### Signal wires by layer

Scale bar: 20 µm.
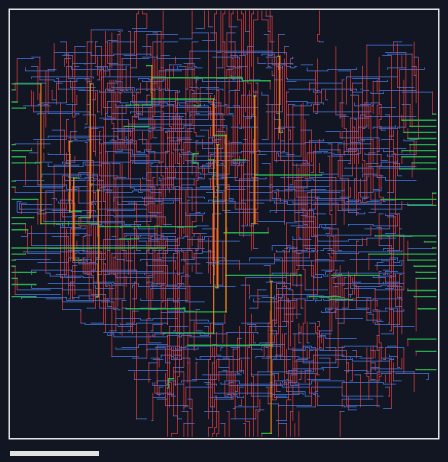
### Drive-strength map

Scale bar: 20 µm.
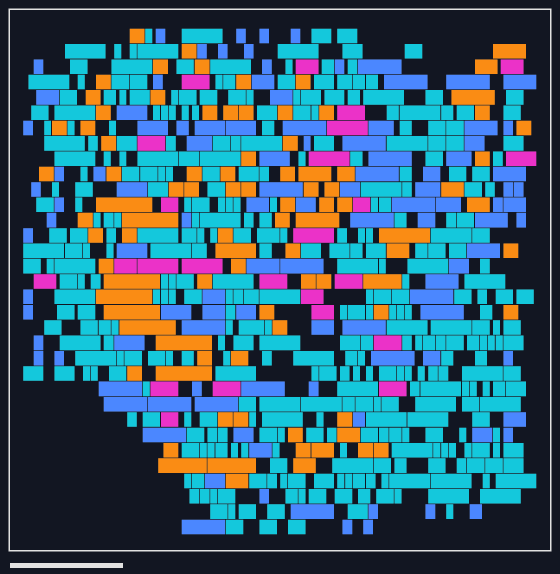
### Where the registers sit

Scale bar: 20 µm. Other sequential cells in the stronger grey, the rest of the logic in the fainter grey.
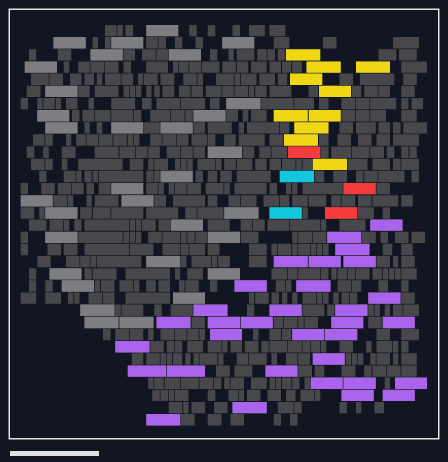
### Port wiring

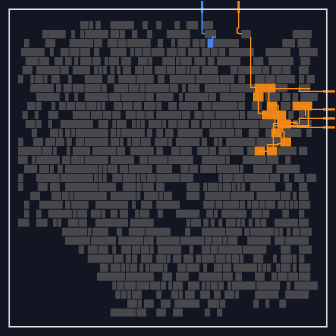
File: src/rtl/hazard_controller.sv
// Decode-side hazard controller: RAW scoreboard stall, branch flush bubbles, halt drain, counters.
// Optional build macro HAZARD_FWD_EN: EX/MEM forwarding, only load-use stalls remain.
module hazard_controller #(
   parameter int PIPE_DEPTH     = 3,
   parameter int BRANCH_PENALTY = 1,
   parameter int CNT_W          = 32
) (
   input  logic             i_clk,
   input  logic             i_rst,
   input  logic             i_dec_valid,
   input  logic [4:0]       i_dec_rs1,
   input  logic [4:0]       i_dec_rs2,
   input  logic             i_dec_uses_rs2,
   input  logic [4:0]       i_dec_rd,
   input  logic             i_dec_reg_wren,
   input  logic             i_dec_is_load,
   input  logic             i_dec_redirect,
   input  logic             i_dec_halt,
   output logic             o_stall,
   output logic             o_flush,
   output logic             o_issue,
   output logic             o_pipe_empty,
   output logic             o_halted,
   output logic [CNT_W-1:0] o_cycle_count,
   output logic [CNT_W-1:0] o_stall_count
);

   typedef enum logic [1:0] {
      ST_RUN    = 2'd0,
      ST_FLUSH  = 2'd1,
      ST_DRAIN  = 2'd2,
      ST_HALTED = 2'd3
   } state_t;

   localparam int FC_W = (BRANCH_PENALTY > 2) ? $clog2(BRANCH_PENALTY) : 1;
   localparam logic [FC_W-1:0] FC_LOAD = (BRANCH_PENALTY > 0) ? FC_W'(BRANCH_PENALTY - 1) : '0;
   localparam logic FLUSH_EN = (BRANCH_PENALTY > 0);

   state_t                      r_state;
   state_t                      w_state_nxt;
   logic [FC_W-1:0]             r_fcnt;
   logic [FC_W-1:0]             w_fcnt_nxt;
   logic [PIPE_DEPTH-1:0]       r_sb_valid;
   logic [PIPE_DEPTH-1:0][4:0]  r_sb_rd;
   logic [PIPE_DEPTH-1:0]       r_sb_load;
   logic [CNT_W-1:0]            r_cycle_count;
   logic [CNT_W-1:0]            r_stall_count;
   logic                        w_hazard;
   logic                        w_run;
   logic                        w_stall;
   logic                        w_issue;
   logic                        w_new_valid;
   logic                        w_pipe_empty;
   logic                        w_unused;

   function automatic logic f_src_hit(input logic [4:0] rs1, input logic [4:0] rs2,
                                      input logic uses_rs2, input logic [4:0] rd);
      return ((rs1 != 5'd0) && (rs1 == rd)) || (uses_rs2 && (rs2 != 5'd0) && (rs2 == rd));
   endfunction

   // The writeback slot is never compared (the regfile writes through), so its tag is only a drop-out.
   always_comb begin
      w_hazard = 1'b0;
`ifdef HAZARD_FWD_EN
      w_hazard = r_sb_valid[0] & r_sb_load[0]
               & f_src_hit(i_dec_rs1, i_dec_rs2, i_dec_uses_rs2, r_sb_rd[0]);
`else
      for (int k = 0; k < PIPE_DEPTH - 1; k++) begin
         w_hazard = w_hazard | (r_sb_valid[k]
                  & f_src_hit(i_dec_rs1, i_dec_rs2, i_dec_uses_rs2, r_sb_rd[k]));
      end
`endif
   end

   assign w_run        = (r_state == ST_RUN);
   assign w_stall      = i_dec_valid & w_run & w_hazard;
   assign w_issue      = i_dec_valid & w_run & ~w_hazard;
   assign w_new_valid  = w_issue & i_dec_reg_wren & (i_dec_rd != 5'd0);
   assign w_pipe_empty = ~|r_sb_valid;
   assign w_unused     = r_sb_load[PIPE_DEPTH-1] ^ (^r_sb_rd[PIPE_DEPTH-1]);

   // Next-state logic; halt takes priority over a redirect issued in the same cycle.
   always_comb begin
      w_state_nxt = r_state;
      w_fcnt_nxt  = r_fcnt;
      case (r_state)
         ST_RUN: begin
            if (w_issue && i_dec_halt) begin
               w_state_nxt = ST_DRAIN;
            end else if (w_issue && i_dec_redirect && FLUSH_EN) begin
               w_state_nxt = ST_FLUSH;
               w_fcnt_nxt  = FC_LOAD;
            end else begin
               w_state_nxt = ST_RUN;
            end
         end
         ST_FLUSH: begin
            if (r_fcnt == '0) begin
               w_state_nxt = ST_RUN;
            end else begin
               w_fcnt_nxt = r_fcnt - FC_W'(1);
            end
         end
         ST_DRAIN: begin
            if (w_pipe_empty) begin
               w_state_nxt = ST_HALTED;
            end else begin
               w_state_nxt = ST_DRAIN;
            end
         end
         ST_HALTED: w_state_nxt = ST_HALTED;
         default:   w_state_nxt = ST_RUN;
      endcase
   end

   // FSM state and flush counter.
   always_ff @(posedge i_clk) begin
      if (i_rst) begin
         r_state <= ST_RUN;
         r_fcnt  <= '0;
      end else begin
         r_state <= w_state_nxt;
         r_fcnt  <= w_fcnt_nxt;
      end
   end

   // Scoreboard shift: bubbles enter whenever nothing that writes a register issues.
   always_ff @(posedge i_clk) begin
      if (i_rst) begin
         r_sb_valid <= '0;
         r_sb_rd    <= '0;
         r_sb_load  <= '0;
      end else begin
         r_sb_valid <= {r_sb_valid[PIPE_DEPTH-2:0], w_new_valid};
         r_sb_rd    <= {r_sb_rd[PIPE_DEPTH-2:0], i_dec_rd};
         r_sb_load  <= {r_sb_load[PIPE_DEPTH-2:0], i_dec_is_load};
      end
   end

   // Free-running counters, wrapping naturally at 2^CNT_W.
   always_ff @(posedge i_clk) begin
      if (i_rst) begin
         r_cycle_count <= '0;
         r_stall_count <= '0;
      end else begin
         if (r_state != ST_HALTED) begin
            r_cycle_count <= r_cycle_count + CNT_W'(1);
         end
         if (w_stall) begin
            r_stall_count <= r_stall_count + CNT_W'(1);
         end
      end
   end

   assign o_stall       = w_stall;
   assign o_issue       = w_issue;
   assign o_flush       = (r_state != ST_RUN);
   assign o_halted      = (r_state == ST_HALTED);
   assign o_pipe_empty  = w_pipe_empty;
   assign o_cycle_count = r_cycle_count;
   assign o_stall_count = r_stall_count;

endmodule

File: config.mk
export PLATFORM = sky130hd
export DESIGN_NAME = hazard_controller
export DESIGN_NICKNAME = d
export VERILOG_FILES = /design/src/rtl/hazard_controller.sv
export SDC_FILE = /design/constraint.sdc
export NUM_CORES = 1
export LEC_CHECK = 0
export ABC_AREA = 0
export CORE_MARGIN = 2
export CORE_UTILIZATION = 45
export DETAILED_ROUTE_END_ITERATION = 12
export PLACE_DENSITY = 0.79
export SETUP_SLACK_MARGIN = 0.5
export SYNTH_ARGS = -nofsm -noshare
export SYNTH_HDL_FRONTEND = slang
export SYNTH_SLANG_ARGS = --single-unit
export TNS_END_PERCENT = 1
File: constraint.sdc
create_clock -name i_clk -period 2.25 [get_ports i_clk]
set_clock_uncertainty 0.2 [all_clocks]
set_input_delay 0.3375 -clock i_clk [delete_from_list [all_inputs] [get_ports i_clk]]
set_output_delay 0.3375 -clock i_clk [all_outputs]
set_load 0.03 [all_outputs]
==> Implementation_results.wiki <==
=== Physical design figures ===
{| class="wikitable"
! Metric !! Value
|-
| Clock transition time at the flip-flop clock pins of the worst setup and hold paths || 0.09 ns
|-
| RR Endpoint || o_stall_count[11]$_SDFFE_PP0P_
|-
| Worst setup timing slack at the placement stage || -0.908 ns
|-
| First-pass GRT wire length || 16700 µm
|-
| Net count, final || 608
|-
| Largest cells by area || sky130_fd_sc_hd__dfxtp_1 42%, sky130_fd_sc_hd__xnor2_1 12%, sky130_fd_sc_hd__nor2_1 7.1%, sky130_fd_sc_hd__xor2_1 4.6%, sky130_fd_sc_hd__a2111oi_2 3.6%
|-
| Most common cell after layout, fill and taps aside || sky130_fd_sc_hd__nor2_1
|-
| Cell-by-cell trace of the critical path || buf_2, or4_4, o21ai_4, nor4_4, o21ai_2, buf_6, nand4_4, inv_2, buf_6
|-
| Critical path start-end classification || primary input to primary output
|-
| Crit path launch || i_dec_rs2[3]
|-
| Gates resized, CTS repair || 239
|-
| Registers, synthesis || 79
|-
| Post-CTS setup repair buffer count || 7
|-
| Max-area cell share || 41.8%
|-
| Die Y-Extent || 95.7 µm
|-
| Slew at the pin closest to its max-slew limit || 0.495 ns
|-
| Result of the run || complete, but fails checks
|-
| Met1 routed wirelength after detailed routing || 4420 µm
|-
| Yosys Chip Area || 3790 µm²
|-
| Number of placed I/O pins || 92
|-
| Clock buffer depth || 2
|-
| Clock root buffer master || sky130_fd_sc_hd__clkbuf_8
|-
| Core utilization before placement || 46.3%
|-
| Estimated wirelength of the detail-placed design || 7010 µm
|-
| Startpoint of the worst register-to-register path || r_sb_rd[7]$_SDFF_PP0_
|-
| Worst-path cell with the longest stage delay || sky130_fd_sc_hd__or4_4
|-
| Compound Share, Synth || 11.0%
|-
| Maximum fanout along the worst path || 3
|-
| Count of vias placed by the detailed router || 3682
|-
| Instance count on the critical path || 9
|-
| Slew margin rel. || 67.0%
|-
| Peak VDD IR || 0.333 mV
|-
| Category of cells accounting for the largest share of critical-path delay || simple AND/OR/NAND/NOR gates
|-
| Max Clock Freq || 406 MHz
|-
| Top cell type by total area after synthesis || sky130_fd_sc_hd__dfxtp_1
|-
| Failing checks || setup timing
|-
| Crit path capture || o_issue
|-
| Max H-tree Level || 3
|-
| Horizontal extent of the die || 95.7 µm
|-
| Adder-cell share of the synthesized area || 0.661%
|-
| Cell Area, Placed || 5210 µm²
|-
| Number of global-route vias before repair || 3599
|-
| Most used standard cells in the synthesized netlist || 79 x sky130_fd_sc_hd__dfxtp_1, 72 x sky130_fd_sc_hd__nor2_1, 54 x sky130_fd_sc_hd__xnor2_1
|-
| Core region area || 8180 µm²
|-
| Worst setup EP type || primary output
|-
| Hold EP || r_sb_rd[2]$_SDFF_PP0_
|-
| RSZ-0062 raised after global routing || true
|-
| PnR worst setup slack || -0.215 ns
|-
| Worst-skew pair later-pin latency || 0.36 ns
|-
| Unique masters post-synth || 41
|-
| Setup violations, final || 29
|-
| Flip-flops with a built-in enable || 0
|}
-- 'Signal wires by layer' (at the start) --
legend:
  red:
    layer: met2
    wire_length: 5630 µm
  orange:
    layer: met4
    wire_length: 324 µm
  blue:
    layer: met1
    wire_length: 4420 µm
  green:
    layer: met3
    wire_length: 503 µm

-- 'Drive-strength map' (at the start) --
legend:
  cyan:
    size: drive 1 or less
    cells: 366
  blue:
    size: drive 2
    cells: 108
  orange:
    size: drive 3 to 4
    cells: 90
  magenta:
    size: drive 6 and up
    cells: 24

-- 'Where the registers sit' (at the start) --
legend:
  purple:
    netlist_name: o_cycle_count
    flops: 32
  cyan:
    netlist_name: r_state
    flops: 2
  yellow:
    netlist_name: r_sb_rd
    flops: 10
    where: north-east
  red:
    netlist_name: r_sb_valid
    flops: 3
not coloured: 32
combined flip-flop and latch cell area: 1620 µm²
reported sequential group power: 1440 µW

-- 'Port wiring' (at the start) --
legend:
  orange:
    port: i_dec_rs1
    bits: 5
    direction: input
    edge: 4 east, 1 north
    end_cells: 12
    buffers: 5
    wire: 168 µm
  blue:
    port: i_dec_reg_wren
    bits: 1
    direction: input
    edge: north
    end_cells: 1
    buffers: 1
    wire: 10.5 µm

Power and IR drop assume default switching activity.
